--- src/rtl/gpio_cmd_decoder.sv ---
`default_nettype none
// ============================================================================
//  Module      : gpio_cmd_decoder
//  Description : Decodes 32-bit command words delivered as 1-cycle strobes
//                from the GPIO CDC bridge. It maintains double-buffered
//                channel registers (shadow -> active), a commit strobe, a
//                counted trigger pulse, a command counter and sticky error
//                flags. Everything runs in the data clock domain.
//  Revision    : 1.0  initial release
// ============================================================================
module gpio_cmd_decoder #(
  parameter int NUM_CH = 8,   // number of channels, 1..16
  parameter int DATA_W = 16   // channel register width, 1..24
) (
  input  logic                     dst_clk,
  input  logic                     dst_rst_n,
  input  logic                     wen_dst,
  input  logic [31:0]              wdata_dst,
  output logic [NUM_CH*DATA_W-1:0] active_flat,
  output logic                     commit_stb,
  output logic                     trig_out,
  output logic                     trig_busy,
  output logic [15:0]              cmd_count,
  output logic [2:0]               err_flags
);

  // --------------------------------------------------------------------------
  // Opcodes and error bit positions
  // --------------------------------------------------------------------------
  localparam logic [3:0] OP_NOP    = 4'h0;
  localparam logic [3:0] OP_WRITE  = 4'h1;
  localparam logic [3:0] OP_COMMIT = 4'h2;
  localparam logic [3:0] OP_CLEAR  = 4'h3;
  localparam logic [3:0] OP_PULSE  = 4'h4;
  localparam logic [3:0] OP_CLRERR = 4'hF;

  localparam int ERR_BAD_OP = 0;
  localparam int ERR_BAD_CH = 1;
  localparam int ERR_BUSY   = 2;

  // Channel numbers are 4 bits wide; compare with one spare bit so that
  // NUM_CH = 16 is representable.
  localparam logic [4:0] NUM_CH_W = 5'(NUM_CH);

  // --------------------------------------------------------------------------
  // Trigger state machine encoding
  // --------------------------------------------------------------------------
  typedef enum logic [0:0] {
    ST_IDLE = 1'b0,
    ST_RUN  = 1'b1
  } trig_state_e;

  // --------------------------------------------------------------------------
  // State
  // --------------------------------------------------------------------------
  logic [DATA_W-1:0] shadow_q [NUM_CH];
  logic [DATA_W-1:0] shadow_d [NUM_CH];
  logic [DATA_W-1:0] active_q [NUM_CH];
  logic [DATA_W-1:0] active_d [NUM_CH];

  logic              commit_stb_q;
  logic              commit_stb_d;
  logic [15:0]       cmd_count_q;
  logic [15:0]       cmd_count_d;
  logic [2:0]        err_q;
  logic [2:0]        err_d;

  trig_state_e       state_q;
  trig_state_e       state_d;
  logic [15:0]       cnt_q;
  logic [15:0]       cnt_d;

  // --------------------------------------------------------------------------
  // Command word fields
  // --------------------------------------------------------------------------
  logic [3:0]  cmd_op;
  logic [3:0]  cmd_ch;
  logic [23:0] cmd_payload;
  logic [15:0] cmd_len;
  logic        cmd_ch_ok;

  assign cmd_op      = wdata_dst[31:28];
  assign cmd_ch      = wdata_dst[27:24];
  assign cmd_payload = wdata_dst[23:0];
  assign cmd_len     = cmd_payload[15:0];
  assign cmd_ch_ok   = ({1'b0, cmd_ch} < NUM_CH_W);

  // Not every payload bit feeds logic for every parameter set; fold the word
  // into one otherwise-unused bit so narrow configurations stay warning-free.
  logic unused_word_bits;
  assign unused_word_bits = ^wdata_dst;

  // --------------------------------------------------------------------------
  // Next-state logic: trigger countdown first, then the decoded command.
  // A PULSE is only accepted from IDLE, so the two never fight over state_d.
  // --------------------------------------------------------------------------
  always_comb begin
    shadow_d     = shadow_q;
    active_d     = active_q;
    commit_stb_d = 1'b0;
    cmd_count_d  = cmd_count_q;
    err_d        = err_q;
    state_d      = state_q;
    cnt_d        = cnt_q;

    // Trigger countdown: len high cycles, leave RUN after the last one.
    if (state_q == ST_RUN) begin
      if (cnt_q == 16'd0) begin
        state_d = ST_IDLE;
      end else begin
        cnt_d = cnt_q - 16'd1;
      end
    end

    if (wen_dst) begin
      cmd_count_d = cmd_count_q + 16'd1;

      case (cmd_op)
        OP_NOP: begin
        end

        OP_WRITE: begin
          if (cmd_ch_ok) begin
            for (int k = 0; k < NUM_CH; k++) begin
              if (cmd_ch == 4'(k)) begin
                shadow_d[k] = cmd_payload[DATA_W-1:0];
              end
            end
          end else begin
            err_d[ERR_BAD_CH] = 1'b1;
          end
        end

        OP_COMMIT: begin
          // Mask bits at or above NUM_CH are simply never looked at.
          for (int k = 0; k < NUM_CH; k++) begin
            if (cmd_payload[k]) begin
              active_d[k] = shadow_q[k];
            end
          end
          commit_stb_d = 1'b1;
        end

        OP_CLEAR: begin
          for (int k = 0; k < NUM_CH; k++) begin
            if (cmd_payload[k]) begin
              shadow_d[k] = '0;
              active_d[k] = '0;
            end
          end
        end

        OP_PULSE: begin
          if (state_q == ST_RUN) begin
            err_d[ERR_BUSY] = 1'b1;
          end else if (cmd_len != 16'd0) begin
            state_d = ST_RUN;
            cnt_d   = cmd_len - 16'd1;
          end
        end

        OP_CLRERR: begin
          err_d = 3'b000;
        end

        default: begin
          err_d[ERR_BAD_OP] = 1'b1;
        end
      endcase
    end
  end

  // --------------------------------------------------------------------------
  // Register update with synchronous active-low reset.
  // --------------------------------------------------------------------------
  always_ff @(posedge dst_clk) begin
    if (!dst_rst_n) begin
      for (int k = 0; k < NUM_CH; k++) begin
        shadow_q[k] <= '0;
        active_q[k] <= '0;
      end
      commit_stb_q <= 1'b0;
      cmd_count_q  <= 16'd0;
      err_q        <= 3'b000;
      state_q      <= ST_IDLE;
      cnt_q        <= 16'd0;
    end else begin
      for (int k = 0; k < NUM_CH; k++) begin
        shadow_q[k] <= shadow_d[k];
        active_q[k] <= active_d[k];
      end
      commit_stb_q <= commit_stb_d;
      cmd_count_q  <= cmd_count_d;
      err_q        <= err_d;
      state_q      <= state_d;
      cnt_q        <= cnt_d;
    end
  end

  // --------------------------------------------------------------------------
  // Outputs: all taken straight from flops.
  // --------------------------------------------------------------------------
  genvar gk;
  generate
    for (gk = 0; gk < NUM_CH; gk++) begin : g_flat
      assign active_flat[gk*DATA_W +: DATA_W] = active_q[gk];
    end
  endgenerate

  assign commit_stb = commit_stb_q;
  assign trig_out   = (state_q == ST_RUN);
  assign trig_busy  = (state_q == ST_RUN);
  assign cmd_count  = cmd_count_q;
  assign err_flags  = err_q;

endmodule
`default_nettype wire

--- config.mk ---
export PLATFORM = sky130hd
export DESIGN_NAME = gpio_cmd_decoder
export DESIGN_NICKNAME = d
export VERILOG_FILES = /design/src/rtl/gpio_cmd_decoder.sv
export SDC_FILE = /design/constraint.sdc
export NUM_CORES = 1
export LEC_CHECK = 0
export CAP_MARGIN = 10
export CELL_PAD_IN_SITES_DETAIL_PLACEMENT = 0
export CELL_PAD_IN_SITES_GLOBAL_PLACEMENT = 1
export CORE_MARGIN = 5
export CORE_UTILIZATION = 41
export DETAILED_ROUTE_END_ITERATION = 10
export GPL_ROUTABILITY_DRIVEN = 0
export PLACE_DENSITY_LB_ADDON = 0.1
export RECOVER_POWER = 25
export REMOVE_ABC_BUFFERS = 1
export SYNTH_ARGS = -nofsm -noshare
export SYNTH_HDL_FRONTEND = slang
export SYNTH_SLANG_ARGS = --single-unit
export TNS_END_PERCENT = 10
--- constraint.sdc ---
create_clock -name dst_clk -period 2.7 [get_ports dst_clk]
set_input_delay 0.405 -clock dst_clk [delete_from_list [all_inputs] [get_ports dst_clk]]
set_output_delay 0.405 -clock dst_clk [all_outputs]
set_load 0.05 [all_outputs]
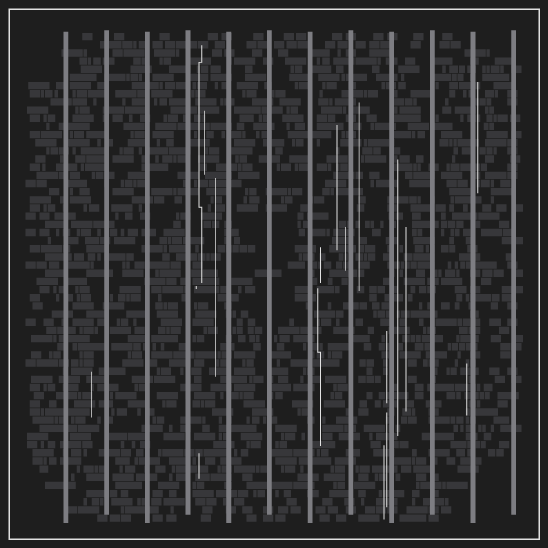
**Above:** M4 wires.
(3 px per um) Supply wires on this layer in grey.
main direction	vertical
longest straight run	91.8 um
nets with wire on the layer	10
Vias: 8988
Routed WL: 32.2 mm

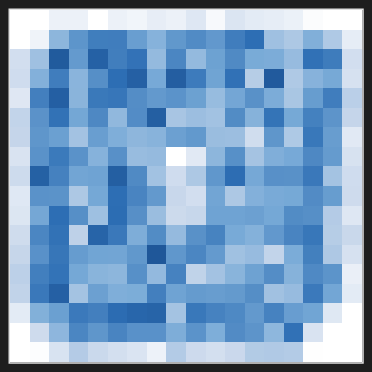
**Above:** cell density map.
(2 px per um) 18 x 18 tiles, from white (low) to dark blue (high), 0 to 100% covered.
nearly empty tiles	4.9%
fullest tile	84%
tiles over 75% full	5.6%
mean over tiles	46%

==> results.sh <==
# source this file to load flow results
export IMPL_outcome="finished clean"
export IMPL_slew_headroom=0.260
export IMPL_ys_seq_share=0.518
export IMPL_path_cells="buf_4 > clkdlybuf4s50_1"
export IMPL_cts_buffers=31
export IMPL_ys_area_um2=11300
export IMPL_crit_path_start_kind="flip-flop"
export IMPL_p_leak_nw=5.17
export IMPL_area_delta_synth_final_pct=29.6
export IMPL_place_ws_ns=-0.198
export IMPL_power_density_nw_per_um2=629
export IMPL_row_count=60
export IMPL_die_x_um=176
export IMPL_instances_no_fill=1758
export IMPL_finalCritPeriodShare=0.907
export IMPL_setup_ws_ns=0.250
export IMPL_cts_resized=0
export IMPL_syn_area_per_cell_um2=9.61
export IMPL_critPathMaxFanout=8
export IMPL_fill_cells=2464
export IMPL_htreeDepth=1
export IMPL_synth_area_um2=11300
export IMPL_critPathRequiredTime_ns=2.30
export IMPL_placement_io_buffers=176
export IMPL_whs_ns=0.477
export IMPL_dp_cells=1701
export IMPL_end_kind="output port"
export IMPL_yosys_register_bits=293
export IMPL_lay_top_cells="nor2_1 (302), dfxtp_1 (293), clkdlybuf4s50_1 (173)"
export IMPL_clock_skew_ns=0.0140
export IMPL_ff_type="dfxtp_1"
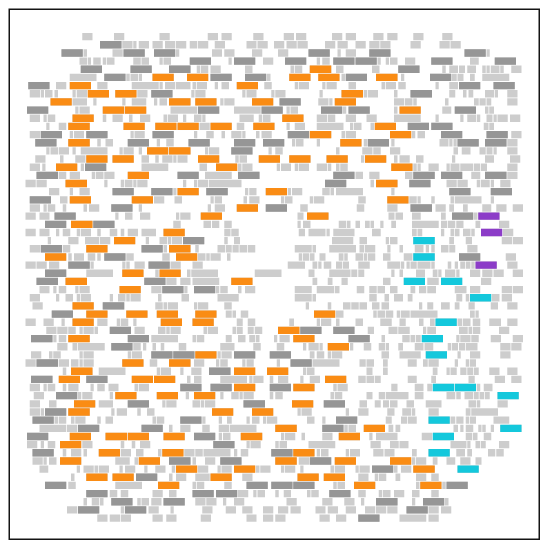
**Above:** register map, names as in the netlist.
(3 px per um) Other sequential cells in the stronger grey, the rest of the logic in the fainter grey.
colour	netlist name	flops
cyan	`cnt_q`	16
orange	`shadow_q`	128
purple	`err_flags`	3
not coloured	146

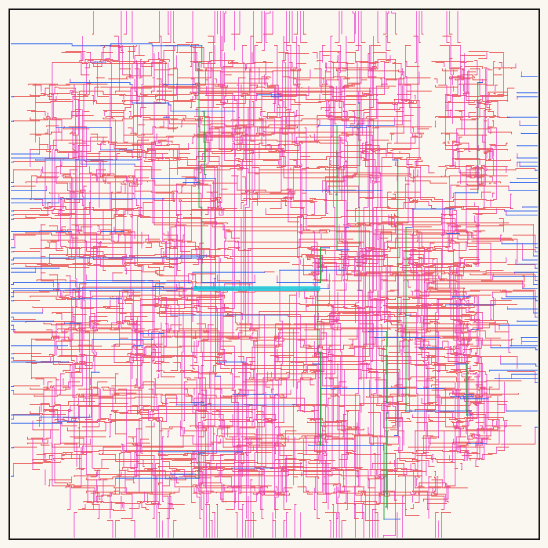
**Above:** metal layers overlaid.
(3 px per um)
colour	layer	wire length
red	M1	15400 um
green	M4	661 um
blue	M3	1770 um
cyan	M5	40.5 um
magenta	M2	14400 um
Routed wire per std cell: 18.3 um
aggregate global-route resource usage: 0.198

==> metal layers <==
| layer | up-vias | wire length [um] | GRT usage |
|---|---|---|---|
| li1 | 4461 | - | - |
| met1 | 4254 | 15400 | 0.283 |
| met2 | 230 | 14400 | 0.311 |
| met3 | 41 | 1770 | 0.0390 |
| met4 | 2 | 661 | 0.0461 |
| met5 | - | 40 | 0.00962 |
==> synthesized netlist by cell type, drive strengths merged, types with 4 or more instances <==
| cell type | count | area [um^2] |
|---|---|---|
| a21oi | 16 | 80.1 |
| a22oi | 128 | 961 |
| a31oi | 5 | 31.3 |
| and2 | 22 | 138 |
| and3 | 4 | 25.0 |
| buf | 28 | 188 |
| clkbuf | 61 | 229 |
| dfxtp | 293 | 5870 |
| inv | 12 | 45.0 |
| mux2i | 129 | 1290 |
| nand2 | 25 | 93.8 |
| nand3 | 13 | 65.1 |
| nand4 | 8 | 50.1 |
| nor2 | 303 | 1140 |
| nor3 | 20 | 168 |
| nor4 | 9 | 71.3 |
| o21ai | 17 | 88.8 |
| or3 | 6 | 47.5 |
| or4 | 8 | 67.6 |
| xnor2 | 13 | 114 |
| xor2 | 20 | 175 |
==> layout make-up <==
cell class / count / share of cell area
multi-input combinational: 784 / 0.339
clock buffer: 45 / 0.0633
sequential: 293 / 0.400
timing repair buffer: 240 / 0.155
tap: 372 / 0.0317
inverter: 12 / 0.00333
clock inverter: 12 / 0.00776
==> state kept, by name, summed over array words and instances, names as in the netlist <==
| name | count |
|---|---|
| shadow_q | 128 |
| err_flags | 3 |
| active_flat | 128 |
| trig_busy | 1 |
| cnt_q | 16 |
| commit_stb | 1 |
| cmd_count | 16 |
==> metrics by stage <==
stage	TNS (ns)	utilization	total power [W]	cell area (um^2)
6_report	0	0.541	0.00923	14700
3_5_place_dp	-16.54	0.506	0.00510	13700
3_3_place_gp	-17.29	0.506	0.00510	13700
4_1_cts	0	0.545	0.00937	14800
2_1_floorplan	-39.82	-	0.00478	10900
5_1_grt	0	0.541	0.00958	14700
==> report_power, final <==
group / switching, W / total, W / leakage (nW) / internal [W]
registers: 0.0000306 / 0.00440 / 2.36 / 0.00437
clock network: 0.00176 / 0.00424 / 0.519 / 0.00249
logic: 0.000376 / 0.000587 / 2.29 / 0.000210
==> critical path: cells and delay by family (launching register included) <==
family | cells | cell delay [ns]
DFF | 1 | 0.46
buffers and inverters | 2 | 1.00
==> final timing paths <==
check | from | endpoint | slack (ns) | cells past startpoint
max | trig_busy | trig_out | 0.25 | 2
min | err_flags[0] | err_flags[0] | 0.48 | 2
max reg2reg | cnt_q[4] | cnt_q[1] | 0.35 | 5
min reg2reg | err_flags[0] | err_flags[0] | 0.48 | 2
==> cell families after synthesis <==
kind of cell	count (synthesis)	synth area share
compound gates	185	0.121
xor+xnor	33	0.0255
fa+ha+maj	3	0.00332
buf+inv	101	0.0408
flops	293	0.518
mux	129	0.114
simple gates	434	0.177
No activity file was given, so power comes from the tool's default toggle rates.
